--- src/rtl/game_ctrl_multi.sv ---
// game_ctrl_multi: top-level game flow controller.
// Sequences INITIAL -> START -> PLAY and the PLAY side states (COLLISION,
// BOMB, CLEAR), ending in SUCCESS or GAMEOVER. Tracks lives, bombs and the
// current stage, and emits a one-cycle game_reset on every (re)start of play.
//
// Optional feature: define GAME_CTRL_PAUSE_EN to let an enter press in PLAY
// freeze the game in PAUSE until the next enter press. Without the macro,
// PAUSE is unreachable and enter is ignored in PLAY.
//
// Handshake note: there is no valid/ready traffic here. enter and bomb are
// level inputs whose rising edges count as presses; collision and die are
// acted on at every cycle they are high in a state that listens to them.
// game_state is the FSM state register, exposed for debug and checkers.
module game_ctrl_multi #(
  parameter int LIFE_INIT     = 3,
  parameter int BOMB_INIT     = 3,
  parameter int CNT_W         = 4,
  parameter int INIT_WAIT     = 20000000,
  parameter int INVULN_CYCLES = 200000000,
  parameter int BOMB_CYCLES   = 400000000,
  parameter int CLEAR_CYCLES  = 100000000,
  parameter int NUM_STAGES    = 3
) (
  input  logic             clk,
  input  logic             hard_reset_n,
  input  logic             enter,
  input  logic             bomb,
  input  logic             collision,
  input  logic             die,
  output logic [CNT_W-1:0] num_life,
  output logic [CNT_W-1:0] num_bomb,
  output logic [3:0]       game_state,
  output logic [3:0]       stage,
  output logic             game_en,
  output logic             game_reset
);

  // One shared down-counter, wide enough for the longest timed state.
  localparam int MAX_A   = (INIT_WAIT > INVULN_CYCLES) ? INIT_WAIT : INVULN_CYCLES;
  localparam int MAX_B   = (BOMB_CYCLES > CLEAR_CYCLES) ? BOMB_CYCLES : CLEAR_CYCLES;
  localparam int MAX_CYC = (MAX_A > MAX_B) ? MAX_A : MAX_B;
  localparam int TW      = $clog2(MAX_CYC + 1);

  typedef enum logic [3:0] {
    ST_INITIAL   = 4'b0000,
    ST_START     = 4'b0001,
    ST_PLAY      = 4'b0010,
    ST_PAUSE     = 4'b0011,
    ST_CLEAR     = 4'b0100,
    ST_BOMB      = 4'b0110,
    ST_SUCCESS   = 4'b1000,
    ST_GAMEOVER  = 4'b1001,
    ST_COLLISION = 4'b1010
  } state_t;

  state_t            state, state_n;
  logic [TW-1:0]     timer, timer_n;
  logic [CNT_W-1:0]  life_n, bomb_n;
  logic [3:0]        stage_n;
  logic              en_n, pulse_n;
  logic              enter_q, bomb_q;
  logic              enter_rise, bomb_rise;
  logic              timer_done;
  logic [TW-1:0]     timer_dec;
  logic              last_stage;
  state_t            die_target;

  assign enter_rise = enter & ~enter_q;
  assign bomb_rise  = bomb & ~bomb_q;
  // A timed state ends on the cycle its counter shows 1, giving exactly N cycles.
  assign timer_done = (timer <= TW'(1));
  assign timer_dec  = timer - TW'(1);
  assign last_stage = (stage >= 4'(NUM_STAGES - 1));
  assign die_target = last_stage ? ST_SUCCESS : ST_CLEAR;
  assign game_state = state;

  // State, counters, registered outputs and button history.
  always_ff @(posedge clk) begin
    if (!hard_reset_n) begin
      state      <= ST_INITIAL;
      timer      <= TW'(INIT_WAIT);
      num_life   <= CNT_W'(LIFE_INIT);
      num_bomb   <= CNT_W'(BOMB_INIT);
      stage      <= 4'd0;
      game_en    <= 1'b0;
      game_reset <= 1'b0;
      enter_q    <= 1'b0;
      bomb_q     <= 1'b0;
    end else begin
      state      <= state_n;
      timer      <= timer_n;
      num_life   <= life_n;
      num_bomb   <= bomb_n;
      stage      <= stage_n;
      game_en    <= en_n;
      game_reset <= pulse_n;
      enter_q    <= enter;
      bomb_q     <= bomb;
    end
  end

  // Next-state, counter updates and next values of the registered outputs.
  always_comb begin
    state_n = state;
    timer_n = timer;
    life_n  = num_life;
    bomb_n  = num_bomb;
    stage_n = stage;
    pulse_n = 1'b0;
    case (state)
      ST_INITIAL: begin
        if (timer_done) state_n = ST_START;
        else            timer_n = timer_dec;
      end
      ST_START: begin
        if (enter_rise) begin
          state_n = ST_PLAY;
          stage_n = 4'd0;
          life_n  = CNT_W'(LIFE_INIT);
          bomb_n  = CNT_W'(BOMB_INIT);
          pulse_n = 1'b1;
        end
      end
      ST_PLAY: begin
        if (die) begin
          state_n = die_target;
          timer_n = TW'(CLEAR_CYCLES);
        end else if (collision) begin
          if (num_life > CNT_W'(1)) begin
            life_n  = num_life - CNT_W'(1);
            state_n = ST_COLLISION;
            timer_n = TW'(INVULN_CYCLES);
          end else begin
            // Clamp at zero so the life count can never wrap.
            life_n  = '0;
            state_n = ST_GAMEOVER;
          end
        end else if (bomb_rise && (num_bomb != '0)) begin
          bomb_n  = num_bomb - CNT_W'(1);
          state_n = ST_BOMB;
          timer_n = TW'(BOMB_CYCLES);
        end
`ifdef GAME_CTRL_PAUSE_EN
        else if (enter_rise) begin
          state_n = ST_PAUSE;
        end
`endif
      end
      ST_COLLISION: begin
        if (die) begin
          state_n = die_target;
          timer_n = TW'(CLEAR_CYCLES);
        end else if (bomb_rise && (num_bomb != '0)) begin
          bomb_n  = num_bomb - CNT_W'(1);
          state_n = ST_BOMB;
          timer_n = TW'(BOMB_CYCLES);
        end else if (timer_done) begin
          state_n = ST_PLAY;
        end else begin
          timer_n = timer_dec;
        end
      end
      ST_BOMB: begin
        if (die) begin
          state_n = die_target;
          timer_n = TW'(CLEAR_CYCLES);
        end else if (timer_done) begin
          state_n = ST_PLAY;
        end else begin
          timer_n = timer_dec;
        end
      end
      ST_CLEAR: begin
        if (timer_done) begin
          state_n = ST_PLAY;
          stage_n = stage + 4'd1;
          bomb_n  = CNT_W'(BOMB_INIT);
          pulse_n = 1'b1;
        end else begin
          timer_n = timer_dec;
        end
      end
      ST_SUCCESS, ST_GAMEOVER: begin
        if (enter_rise) begin
          state_n = ST_INITIAL;
          timer_n = TW'(INIT_WAIT);
          life_n  = CNT_W'(LIFE_INIT);
          bomb_n  = CNT_W'(BOMB_INIT);
          stage_n = 4'd0;
          pulse_n = 1'b1;
        end
      end
`ifdef GAME_CTRL_PAUSE_EN
      ST_PAUSE: begin
        // Everything frozen; only an enter press resumes play.
        if (enter_rise) state_n = ST_PLAY;
      end
`endif
      default: begin
        state_n = ST_INITIAL;
        timer_n = TW'(INIT_WAIT);
      end
    endcase
    en_n = (state_n == ST_PLAY) || (state_n == ST_COLLISION) || (state_n == ST_BOMB);
  end

endmodule

--- config.mk ---
export PLATFORM = sky130hd
export DESIGN_NAME = game_ctrl_multi
export DESIGN_NICKNAME = d
export VERILOG_FILES = /design/src/rtl/game_ctrl_multi.sv
export SDC_FILE = /design/constraint.sdc
export NUM_CORES = 1
export LEC_CHECK = 0
export CAP_MARGIN = 15
export CORE_ASPECT_RATIO = 1.4
export CORE_MARGIN = 2
export CORE_UTILIZATION = 45
export CTS_BUF_LIST = sky130_fd_sc_hd__clkbuf_8
export CTS_CLUSTER_SIZE = 24
export DETAILED_ROUTE_END_ITERATION = 10
export PLACE_DENSITY_LB_ADDON = 0.08
export SYNTH_ARGS = -nofsm -noshare
export SYNTH_HDL_FRONTEND = slang
export SYNTH_SLANG_ARGS = --single-unit
--- constraint.sdc ---
create_clock -name clk -period 2.5 [get_ports clk]
set_clock_uncertainty 0.2 [all_clocks]
set_input_delay 0.25 -clock clk [delete_from_list [all_inputs] [get_ports clk]]
set_output_delay 0.25 -clock clk [all_outputs]
set_load 0.02 [all_outputs]
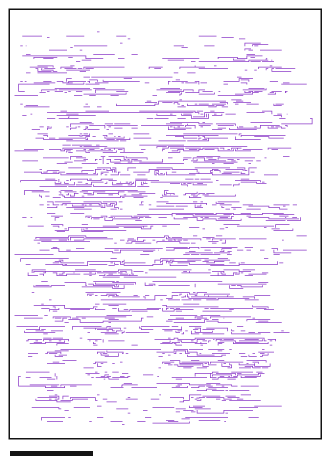
Figure 1: M1 wires.
Bar = 20 um.
share of all routed wire = 39%
wire length on this layer = 3980 um
nets with wire on the layer = 476
main direction = horizontal
longest straight run = 35.0 um

==> impl_report.txt <==
FLOW METRICS REPORT
----------------------------------------------------
[Outcome]
  Result of the run ........................ finished with violations
  Violated checks ........................ setup timing

[Yosys]
  Area fraction in compound gates after synthesis ........................ 27.3%
  Average instance area after synthesis ........................ 7.59 um2
  Yosys top cell area share ........................ 31.4%
  EDFF count, synth ........................ 0
  Post-synth ARST share ........................ 0%
  Main logic family ........................ simple AND/OR/NAND/NOR gates
  Proportion of synthesized chip area in sequential cells ........................ 31.4%
  Summed standard-cell area reported by yosys ........................ 3130 um2
  Yosys warns ........................ 0
  Count of distinct cell types in the synthesized netlist ........................ 59
  Largest cells by area ........................ dfxtp_1, nor2_1, o21ai_0
  Top cell type by total area after synthesis ........................ dfxtp_1

[Critical path]
  Kind of cell with the highest combined delay on the critical path ........................ simple AND/OR/NAND/NOR gates
  Stage delay of the slowest cell on the critical path ........................ 0.53 ns
  Length in cells of the worst reg-to-reg path ........................ 8
  Crit Reg-Reg Startpoint ........................ timer[25]
  Arr. time, crit path ........................ 2.62 ns
  WS Path Type ........................ flip-flop to flip-flop
  Register-to-register path setup slack ........................ -0.12 ns
  Setup crit end kind ........................ flip-flop
  Worst path depth ........................ 8
  Slowest stage cell on the critical path ........................ or4_4
  Critical Path Sink ........................ stage[1]
  Data required time of the worst path ........................ 2.50 ns

[STA]
  Setup WS post-layout ........................ -0.116 ns
  Final tally of max-slew violations ........................ 0
  Slew at the pin with the worst max-slew slack ........................ 0.643 ns
  Upper clock frequency limit ........................ 0.382 GHz
  Unrepaired setup endpoints after global routing ........................ true
  Min Tclk post-route ........................ 2.62 ns
  Rel. slew slack ........................ 56.7%
  Final setup vio count ........................ 15

[Clock tree]
  Count of cells resized by post-cts repair ........................ 6
  Worst-skew pair later-pin latency ........................ 0.31 ns
  Sinks on Clock Net ........................ 49
  Clock transition at the register clock pins on the worst setup and hold paths after CTS ........................ 0.09 ns
  # Post-CTS Setup Buffers ........................ 4
  Number of buffers added by the clock tree synthesis step ........................ 5
  CTS Root Cell ........................ clkbuf_8
  CTS Hold Buffers Added ........................ 0

[Final layout]
  Final standard cell count with taps included and fillers excluded ........................ 581
  Leading cell category by total area ........................ combinational gates
  Number of combinational gates with multiple inputs ........................ 331
  Count of clock-net buffers in the final layout ........................ 5
  Multi-input logic portion of the cell area ........................ 51.5%
  Final non-clock buffer share ........................ 18.5%
  Combined area of the multi-input logic cells ........................ 2120 um2
  Registers ........................ 49
  Non-clk invs ........................ 14
  Number of nets in the finished design ........................ 501
  Filler cell count ........................ 628
  Post-route design area ........................ 4110 um2
  Commonest cells after routing, fill and taps aside ........................ buf_4, nor2_1, dfxtp_1
  Most common library cell in the layout ignoring fill and taps ........................ buf_4

[Floorplanning]
  Vertical die dimension ........................ 103 um
  Starting Density ........................ 47.0%
  Well tap count ........................ 92
  IO Count ........................ 24
  Chip Width ........................ 74.5 um
  Number of core rows ........................ 35
  DIE AREA ........................ 7640 um2

[Routing]
  Total number of vias ........................ 3546
  Vias/cell ........................ 6.10
  Wirelength per Cell ........................ 17.6 um
  Detailed router's first-iteration violation count ........................ 281

[Worst hold path]
  Worst hold path cell count ........................ 1
  Min-Delay Startpoint ........................ timer[14]
  Worst Hold Class ........................ flip-flop to flip-flop

[Place]
  Count of port buffers added during placement ........................ 23
  Last weighted congestion value of the routability-driven placer ........................ 0.930
  Estimated wirelength of the detail-placed design ........................ 7560 um
  Placed Cells ........................ 567

[GRT]
  Remaining global-route overflow ........................ 0
  Vias in the first global route ........................ 3342
  First-pass GRT wire length ........................ 16000 um

[Pwr]
  Leakage power total ........................ 1.60 nW

[Flow run]
  Number of OpenROAD warnings ........................ 32

----------------------------------------------------
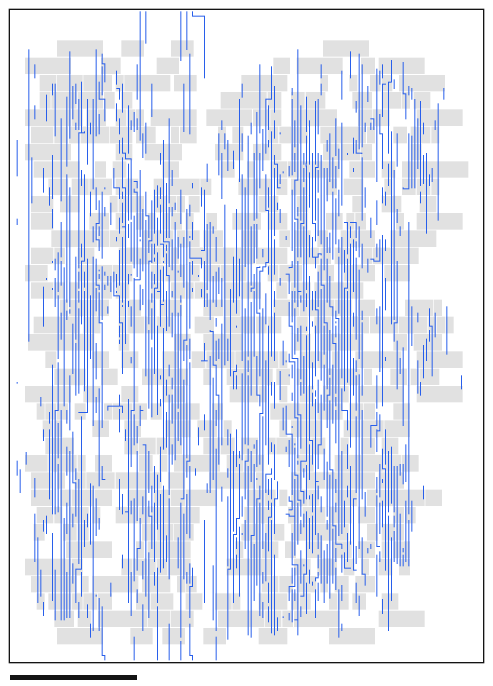
Figure 2: the metal 2 layer.
Bar = 20 um. Cells faint in the background.
share of all routed wire = 52%
main direction = vertical
nets with wire on the layer = 431
wire length on this layer = 5270 um
longest straight run = 45.9 um

==> stage by stage <==
stage / hold slack [ns] / power, mW / util (%) / setup TNS (ns)
finish: 0.298 / 1.59 / 61.7 / -0.851
global route: 0.316 / 1.66 / 61.7 / -2.25
CTS: 0.295 / 1.59 / 60.0 / -0.468
detailed placement: 0.268 / 1.13 / 57.8 / -1.84
global placement: 0.261 / 1.13 / 57.8 / -0.458
floorplan: 0.172 / 1.03 / - / -0.212
==> report_power, final <==
part	leakage, nW	internal [mW]	switching, mW	total (mW)
sequential	0.398	0.819	0.0325	0.852
clock	0.0519	0.188	0.273	0.460
combinational	1.15	0.125	0.150	0.275
==> per-layer routing <==
layer	up-vias	part of all wire [%]	GRT usage [%]
met5	-	0	0
met4	0	5.3	14.8
met3	48	4.2	2.93
met2	136	52	49.3
met1	1666	39	30.2
li1	1696	-	-
==> cells in the mapped netlist (2+ instances only) <==
master and count:
clkbuf_1 16, nor4_1 6, nand2b_1 7, nor4b_1 5
nand3_1 26, ha_1 7, o31ai_1 6, a21boi_0 2
nor2_1 47, o211ai_1 6, a22o_1 4, a211oi_1 4
nor4_2 3, a41oi_1 3, a32oi_1 2, nand2_1 28
nor3_1 20, a32o_1 3, o21a_1 3, a31oi_1 7
a311oi_1 5, a22oi_1 6, inv_1 13, o41ai_1 3
xnor2_1 7, or3_1 6, nor2b_1 5, xor2_1 6
dfxtp_1 49, a21oi_1 27, o22ai_1 4, or2_2 6
and2_1 6, nand3b_1 2, a21o_1 2, and3_1 4
or4_4 2, o21ai_0 31, nand4_1 3
==> state kept, by name, summed over array words and instances, names as in the netlist <==
signal / flops
timer: 29
bomb_q: 1
enter_q: 1
game_state: 4
num_life: 4
stage: 4
game_en: 1
num_bomb: 4
game_reset: 1
Power and IR drop assume default switching activity.
